`config.mk`:
```
export PLATFORM = sky130hd
export DESIGN_NAME = vc_plane_rx_buffer
export DESIGN_NICKNAME = d
export VERILOG_FILES = /design/src/rtl/vc_plane_pkg.sv /design/src/rtl/vc_plane_fifo.sv /design/src/rtl/vc_plane_rx_buffer.sv
export SDC_FILE = /design/constraint.sdc
export NUM_CORES = 1
export LEC_CHECK = 0
export ABC_AREA = 1
export ABC_CLOCK_PERIOD_IN_PS = 2700
export CORE_MARGIN = 2
export CORE_UTILIZATION = 52
export DETAILED_ROUTE_END_ITERATION = 12
export MAX_ROUTING_LAYER = met4
export PLACE_DENSITY = 0.82
export SLEW_MARGIN = 20
export SYNTH_ARGS = -nofsm -noshare
export SYNTH_HDL_FRONTEND = slang
export SYNTH_SLANG_ARGS = --single-unit
```
`constraint.sdc`:
```
create_clock -name clk -period 2.7 [get_ports clk]
set_clock_uncertainty 0.2 [all_clocks]
set_input_delay 0.54 -clock clk [delete_from_list [all_inputs] [get_ports clk]]
set_output_delay 0.54 -clock clk [all_outputs]
set_load 0.005 [all_outputs]
```
`src/rtl/vc_plane_pkg.sv`:
```
// ---------------------------------------------------------------------------
// vc_plane_pkg : shared constants and helpers for the VC-plane link blocks
// Revision 1.0
// ---------------------------------------------------------------------------
`default_nettype none

package vc_plane_pkg;

  localparam int VC_DEFAULT         = 4;
  localparam int DATA_WIDTH_DEFAULT = 32;
  localparam int FIFO_DEPTH_DEFAULT = 4;

  function automatic int clog2(input int value);
    int result;
    result = 0;
    while ((1 << result) < value) begin
      result = result + 1;
    end
    return result;
  endfunction

  // Plane-index buses carry one spare bit so out-of-range indices are encodable.
  function automatic int plane_idx_width(input int vc);
    return vc + 1;
  endfunction

  localparam int PLANE_IDX_W_DEFAULT = plane_idx_width(VC_DEFAULT);

endpackage

`default_nettype wire

```
`src/rtl/vc_plane_fifo.sv`:
```
// ---------------------------------------------------------------------------
// vc_plane_fifo : single-clock FIFO with count-based full/empty and head output
// Revision 1.0
// ---------------------------------------------------------------------------
`default_nettype none

module vc_plane_fifo
  import vc_plane_pkg::*;
#(
  parameter int DATA_WIDTH = DATA_WIDTH_DEFAULT,
  parameter int DEPTH      = FIFO_DEPTH_DEFAULT
) (
  input  logic                  clk,
  input  logic                  rst,
  input  logic                  push_i,
  input  logic [DATA_WIDTH-1:0] data_i,
  input  logic                  pop_i,
  output logic                  full_o,
  output logic                  empty_o,
  output logic [DATA_WIDTH-1:0] head_o
);

  localparam int AW = clog2(DEPTH);
  localparam int CW = AW + 1;

  logic [AW-1:0]         wr_ptr_q, wr_ptr_d;
  logic [AW-1:0]         rd_ptr_q, rd_ptr_d;
  logic [CW-1:0]         count_q, count_d;
  logic [DATA_WIDTH-1:0] mem_q [DEPTH];
  logic                  w_do_push;
  logic                  w_do_pop;

  assign full_o    = (count_q == CW'(DEPTH));
  assign empty_o   = (count_q == '0);
  assign w_do_push = push_i && !full_o;
  assign w_do_pop  = pop_i && !empty_o;
  assign head_o    = mem_q[rd_ptr_q];

  always_comb begin
    wr_ptr_d = wr_ptr_q;
    rd_ptr_d = rd_ptr_q;
    count_d  = count_q;
    if (w_do_push) begin
      wr_ptr_d = wr_ptr_q + AW'(1);
    end
    if (w_do_pop) begin
      rd_ptr_d = rd_ptr_q + AW'(1);
    end
    count_d = count_q + CW'(w_do_push) - CW'(w_do_pop);
  end

  always_ff @(posedge clk or posedge rst) begin
    if (rst) begin
      wr_ptr_q <= '0;
      rd_ptr_q <= '0;
      count_q  <= '0;
    end else begin
      wr_ptr_q <= wr_ptr_d;
      rd_ptr_q <= rd_ptr_d;
      count_q  <= count_d;
    end
  end

  // Storage needs no reset: contents are only observable while count is non-zero.
  always_ff @(posedge clk) begin
    if (w_do_push) begin
      mem_q[wr_ptr_q] <= data_i;
    end
  end

endmodule

`default_nettype wire

```
`src/rtl/vc_plane_rx_buffer.sv`:
```
// ---------------------------------------------------------------------------
// vc_plane_rx_buffer : per-VC receive buffering, credit return and optional
// plane-sequence check (enabled by VC_PLANE_SYNC_CHECK_EN). Revision 1.0
// ---------------------------------------------------------------------------
`default_nettype none

module vc_plane_rx_buffer
  import vc_plane_pkg::*;
#(
  parameter int VC         = VC_DEFAULT,
  parameter int DATA_WIDTH = DATA_WIDTH_DEFAULT,
  parameter int FIFO_DEPTH = FIFO_DEPTH_DEFAULT
) (
  input  logic                          clk,
  input  logic                          rst,
  input  logic [plane_idx_width(VC)-1:0] VCPlaneSelector,
  input  logic [DATA_WIDTH-1:0]         din,
  input  logic                          valid_in,
  output logic                          ready_out,
  output logic [VC*DATA_WIDTH-1:0]      dout,
  output logic [VC-1:0]                 valid_out,
  input  logic [VC-1:0]                 ready_in,
  output logic [VC-1:0]                 credit_out,
  output logic                          sync_error
);

  localparam int PW = plane_idx_width(VC);
  localparam int SW = clog2(VC);

  logic          w_sel_in_range;
  logic [SW-1:0] w_sel_idx;
  logic          w_accept;
  logic [VC-1:0] w_push;
  logic [VC-1:0] w_pop;
  logic [VC-1:0] w_full;
  logic [VC-1:0] w_empty;
  logic [VC-1:0] credit_q, credit_d;

  assign w_sel_in_range = (VCPlaneSelector < PW'(VC));
  assign w_sel_idx      = VCPlaneSelector[SW-1:0];
  assign ready_out      = w_sel_in_range && !w_full[w_sel_idx];
  assign w_accept       = valid_in && ready_out;
  assign valid_out      = ~w_empty;
  assign w_pop          = valid_out & ready_in;

  for (genvar g = 0; g < VC; g++) begin : g_fifo
    assign w_push[g] = w_accept && (w_sel_idx == SW'(g));

    vc_plane_fifo #(
      .DATA_WIDTH (DATA_WIDTH),
      .DEPTH      (FIFO_DEPTH)
    ) u_fifo (
      .clk     (clk),
      .rst     (rst),
      .push_i  (w_push[g]),
      .data_i  (din),
      .pop_i   (w_pop[g]),
      .full_o  (w_full[g]),
      .empty_o (w_empty[g]),
      .head_o  (dout[g*DATA_WIDTH +: DATA_WIDTH])
    );
  end

  assign credit_d   = w_pop;
  assign credit_out = credit_q;

  always_ff @(posedge clk or posedge rst) begin
    if (rst) begin
      credit_q <= '0;
    end else begin
      credit_q <= credit_d;
    end
  end

`ifdef VC_PLANE_SYNC_CHECK_EN
  // Mirror of the sender's round-robin plane counter; never resynchronised.
  logic [SW-1:0] mirror_q, mirror_d;
  logic          sync_error_q, sync_error_d;

  always_comb begin
    mirror_d     = (mirror_q == SW'(VC - 1)) ? '0 : mirror_q + SW'(1);
    sync_error_d = sync_error_q | (VCPlaneSelector != PW'(mirror_q));
  end

  always_ff @(posedge clk or posedge rst) begin
    if (rst) begin
      mirror_q     <= '0;
      sync_error_q <= 1'b0;
    end else begin
      mirror_q     <= mirror_d;
      sync_error_q <= sync_error_d;
    end
  end

  assign sync_error = sync_error_q;
`else
  assign sync_error = 1'b0;
`endif

endmodule

`default_nettype wire

```
**Run 1: signal wires on met1**

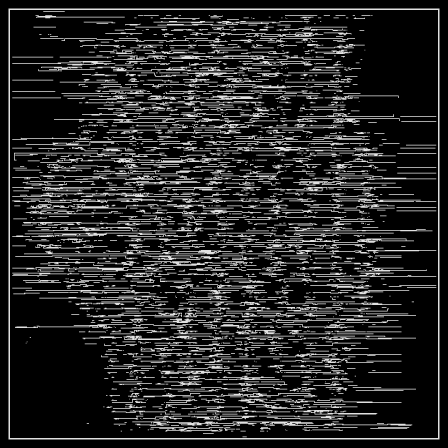
1,658 nets have wire on it. The layer holds 38% of the routed length. The layer carries 20.1 mm of wire.
drt total wl: 53,300 microns
vias: 13,435
met1 Usage GRT: 33.2%

**Run 1: metal 2**

Scale bar: 50 microns. Cells faint in the background.
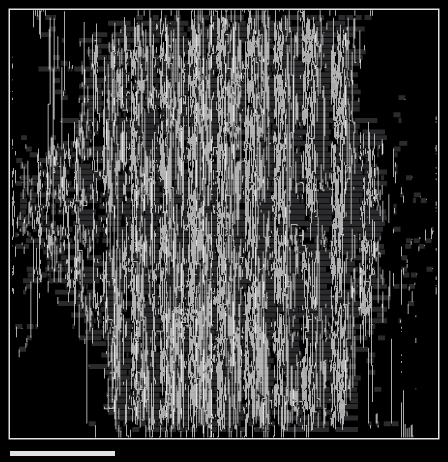
The longest straight run is 77.2 microns. The layer carries 26.5 mm of wire. The wires run mostly vertical. 1,507 nets have wire on it.
GRT met2 Usage: 41.7%

==> run notes, run 1 <==
yosys + openroad results -> outcome finished with violations, failing checks negative setup slack, Post-Route M1 WL 20,100 microns, Top class by area flip-flops and latches, met2 wire length 26,500 microns, Combinational Power Share 38.5%, minimum clock period 2.74 ns, Netlist cell types 24, Die ar. 41,400 sq um, setup violators final 8, Clock buffers and inverters, area share 6.09%, post-layout period usage of the worst path 102%, vias in the first global route 13,227, Max Transition Viols Final 0, biggest area cells edfxtp_1, o21ai_0, nor2_1, Non-clock buffers, area share 11.2%, nets@finish 1,775, Setup WS post-layout -0.0445 ns, Seq pwr share 36.0%, Yosys top cell area share 74.3%, Min-Delay Path Class input port to async pin, Registers, synthesis 544, sequential share of the synthesized area 78.2%, sequential cell area share 61.8%
**Run 1: signal wires on met3**

Scale bar: 50 microns.
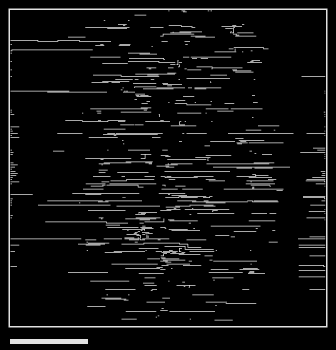
The longest straight run is 52.0 microns. The layer holds 8.6% of the routed length. The wires run mostly horizontal. The layer carries 4,610 microns of wire.
met3 GRT Util: 4.03%

## run 1: state kept, by name, indices dropped and copies added (netlist names)
signal                  cells
g_fifo.u_fifo.wr_ptr_q      8
g_fifo.u_fifo.mem_q       512
credit_out                  4
g_fifo.u_fifo.count_q      12
g_fifo.u_fifo.rd_ptr_q      8
## run 1: power by group through the flow
stage | clock (uW) | sequential, uW | combinational (uW)
CTS | 6930 | 9740 | 9820
global placement | 0 | 9890 | 8850
detailed placement | 0 | 9900 | 9130
finish | 6930 | 9760 | 10400
global route | 7280 | 9780 | 11200
floorplan | 0 | 9840 | 4100
## run 1: routing by layer
metal	up-vias	GRT usage (%)
li1	5882	-
met1	6535	33.2
met2	873	41.7
met3	145	4.03
met4	0	10.2
met5	-	-
--- run 2 (diff from run 1) ---
--- a/config.mk
+++ b/config.mk
@@ -16,3 +16,4 @@
 export SYNTH_ARGS = -nofsm -noshare
 export SYNTH_HDL_FRONTEND = slang
 export SYNTH_SLANG_ARGS = --single-unit
+export TNS_END_PERCENT = 20
==> run 2 against run 1 <==
Compared with the run above:
- sequential share of layout area shrank 0.37 points
- first-iteration DRC count fell by 0.85%
- utilization rose by 0.40 points
- critical path type unchanged
- the run still ends with negative setup slack left
- synthesized area unchanged
- sequential cell count is the same
- die area did not move
- non-clock buffer count rose by 3
==> run notes, run 2 <==
yosys + openroad results -> Clk. pwr 7010 uW (+1%), Reg with most FFs g_fifo.u_fifo.mem_q, Largest regs g_fifo.u_fifo.mem_q x512, g_fifo.u_fifo.count_q x12, Leakage 0.00937 uW, Min-Delay Path Class input port to async pin, nets@finish 1,778 (+0.17%), Yosys top cell area share 74.3% (unchanged), asr flop ratio synth 5.88%, post-route ant nets 0, R2R depth 9, biggest area cells edfxtp_1, o21ai_0, nor2_1, TritonRoute pass-1 iters 8, Combinational Power Share 38.9% (+0.4 points), Netlist cell types 24 (unchanged), outcome finished with violations, seq pwr 9780 uW (about the same), Non-clock buffers, area share 11.7% (+0.46 points), clock sinks 544, minimum clock period 3.08 ns (+0.340 ns), Commonest Layout Cell edfxtp_1, logic area 4530 sq um, Avg Cell Area, Syn 14.2 sq um, Max Transition Viols Final 0 (unchanged), max reg flops 512 (unchanged), die width 203 microns, mapped cell area 20,700 sq um, sequential cell area share 61.5% (-0.37 points), Comb. pwr 10,700 uW (about the same), Setup WS post-layout -0.385 ns (-0.340 ns), sequential share of the synthesized area 78.2% (unchanged), CP Launch Type register, vias in the first global route 13,175 (-0.39%), Die Y-Extent 203 microns, Max power group combinational logic, Clock buffers and inverters, area share 6.05% (-0.036 points), count leader, synth edfxtp_1, Core Rows 73, Seq pwr share 35.6% (-0.4 points), logic share of the area 17.2%, root buf cell clkbuf_16, Registers, synthesis 544 (unchanged), Worst VDD drop 546 uV, setup violators final 56 (+48), CTS tree done, Die ar. 41,400 sq um (unchanged), Top class by area flip-flops and latches, failing checks negative setup slack, post-layout period usage of the worst path 114% (+13 points)
run 2: critical path: stages, from the launching register on:
cell and delay (ns):
dfrtp_2 0.49, clkinv_4 0.17, buf_4 0.17, o21ai_1 0.21
o22ai_2 0.11, buf_4 0.17, clkdlybuf4s50_1 0.44
run 2: layer usage:
metal,up-vias,wire [microns],track usage [%]
met5,-,0,-
met3,207,5450,4.17
met4,0,2600,9.23
li1,5888,-,-
met2,986,28300,43.4
met1,6628,20200,32.7
run 2: what timing repair did:
action | in CTS | in global routing
gates resized | 271 | 237
endpoints found under the setup margin | 129 | 122
gates cloned | 5 | 5
pin swaps | 37 | 33
buffers inserted | 11 | 11
**Run 2: metal 2**

Scale bar: 50 microns. Cells faint in the background.
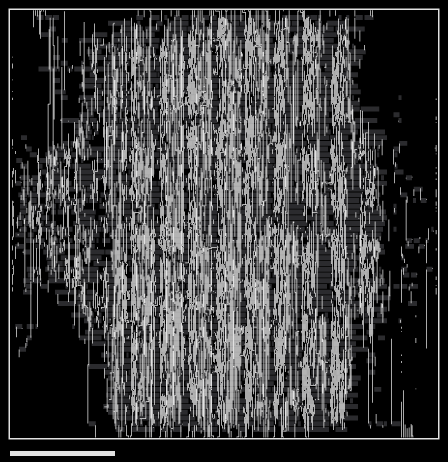
The layer holds 50% of the routed length. 1,556 nets have wire on it. The longest straight run is 65.6 microns. The layer carries 28.3 mm of wire. The wires run mostly vertical.
GRT met2 Usage: 43.4%
drt total wl: 56,600 microns
vias: 13,709

**Run 2: signal wires on met1**

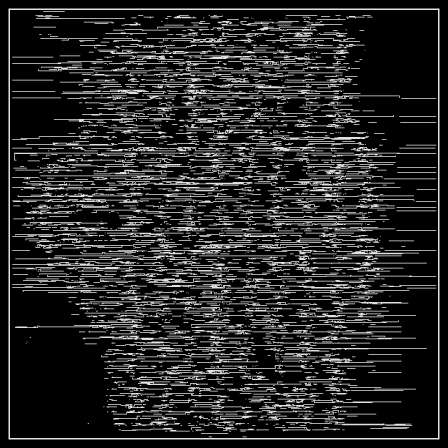
The layer carries 20.2 mm of wire. 1,650 nets have wire on it.
met1 Usage GRT: 32.7%

--- run 3 (diff from run 2) ---
--- a/config.mk
+++ b/config.mk
@@ -12,6 +12,7 @@
 export DETAILED_ROUTE_END_ITERATION = 12
 export MAX_ROUTING_LAYER = met4
 export PLACE_DENSITY = 0.82
+export RECOVER_POWER = 50
 export SLEW_MARGIN = 20
 export SYNTH_ARGS = -nofsm -noshare
 export SYNTH_HDL_FRONTEND = slang
==> run 3 against run 2 <==
Compared with the run above:
- the flow still finishes with violations (negative setup slack)
- register-to-register slack about the same
- combinational power about the same
- utilization about the same
- critical path depth did not move
- highest routed layer unchanged
==> run notes, run 3 <==
yosys + openroad results -> Top class by area flip-flops and latches, Max Transition Viols Final 0 (unchanged), asr flop ratio synth 5.88% (unchanged), Core Rows 73 (unchanged), max reg flops 512 (unchanged), setup violators final 52 (-7.1%), Non-clock buffers, area share 11.7% (-0.034 points), post-route ant nets 0 (unchanged), GRT Max-Usage Layer met2, Post-Route M1 WL 20,400 microns (+0.66%), Clock buffers and inverters, area share 6.05% (about the same), Setup WS post-layout -0.380 ns (+0.00506 ns), Die Y-Extent 203 microns (unchanged), failing checks negative setup slack, biggest area cells edfxtp_1, o21ai_0, nor2_1, outcome finished with violations, R2R depth 9 (unchanged), die width 203 microns (unchanged), met2 wire length 28,200 microns (-0.31%), top sig layer met4, logic share of the area 17.2% (about the same), CTS-repair resized insts 271 (unchanged), minimum clock period 3.08 ns (-0.00506 ns), delay-heaviest family, CP buffers and inverters, Leakage 0.00937 uW (about the same), root buf cell clkbuf_16, GRT met2 Usage 43.4% (unchanged), Largest regs g_fifo.u_fifo.mem_q x512, g_fifo.u_fifo.count_q x12, sequential share of the synthesized area 78.2% (unchanged), crit-path cells clkinv_4 > buf_4 > o21ai_1 > o22ai_2 > buf_4 > clkdlybuf4s50_1
## run 3: cells by family after synthesis
| group | count (synthesis) | share of synthesized area (%) |
|---|---|---|
| AOI/OAI and AO/OA | 384 | 10.1 |
| adders and majority gates | 28 | 1.84 |
| and+or+nand+nor | 338 | 6.52 |
| xor gates and xnor gates | 12 | 0.508 |
| other | 1 | 0.0181 |
| buffers and inverters | 148 | 2.89 |
| DFF | 544 | 78.2 |
## run 3: worst reg2reg max path, stage by stage (launching register included)
cell     delay [ns]
dfrtp_1        0.41
nor2_1         0.19
nand2_1        0.12
nand2_1        0.11
inv_1          0.09
ha_1           0.28
inv_1          0.04
ha_1           0.20
fa_1           0.40
xor2_1         0.17
## run 3: power breakdown
part           internal, uW  switching [uW]
sequential             9500             281
clock                  3930            3080
combinational          4610            6090
total                 18000            9450
**Run 3: metal 4**

Cells faint in the background.
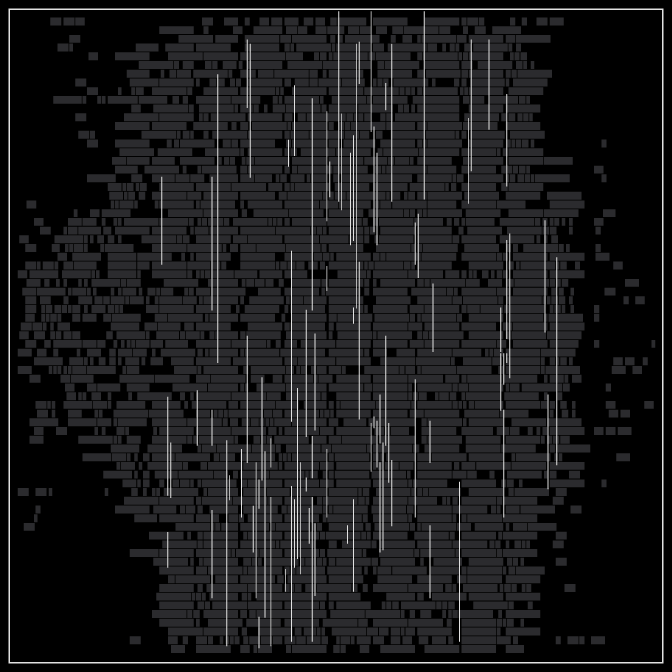
66 nets have wire on it. The longest straight run is 89.8 microns. The layer carries 2,550 microns of wire.
vias: 13,702
drt total wl: 56,500 microns

**Run 3: signal wires on met1**

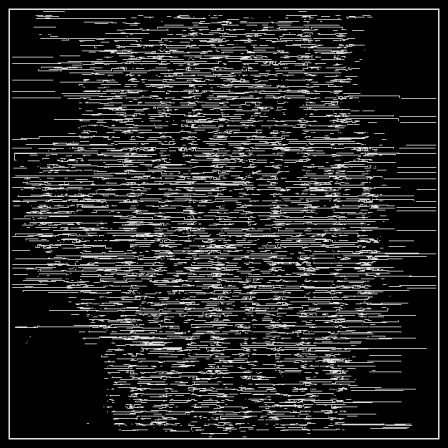
The wires run mostly horizontal. The layer carries 20.4 mm of wire.

Power figures rest on the tool's default switching activity, not on a simulated workload.
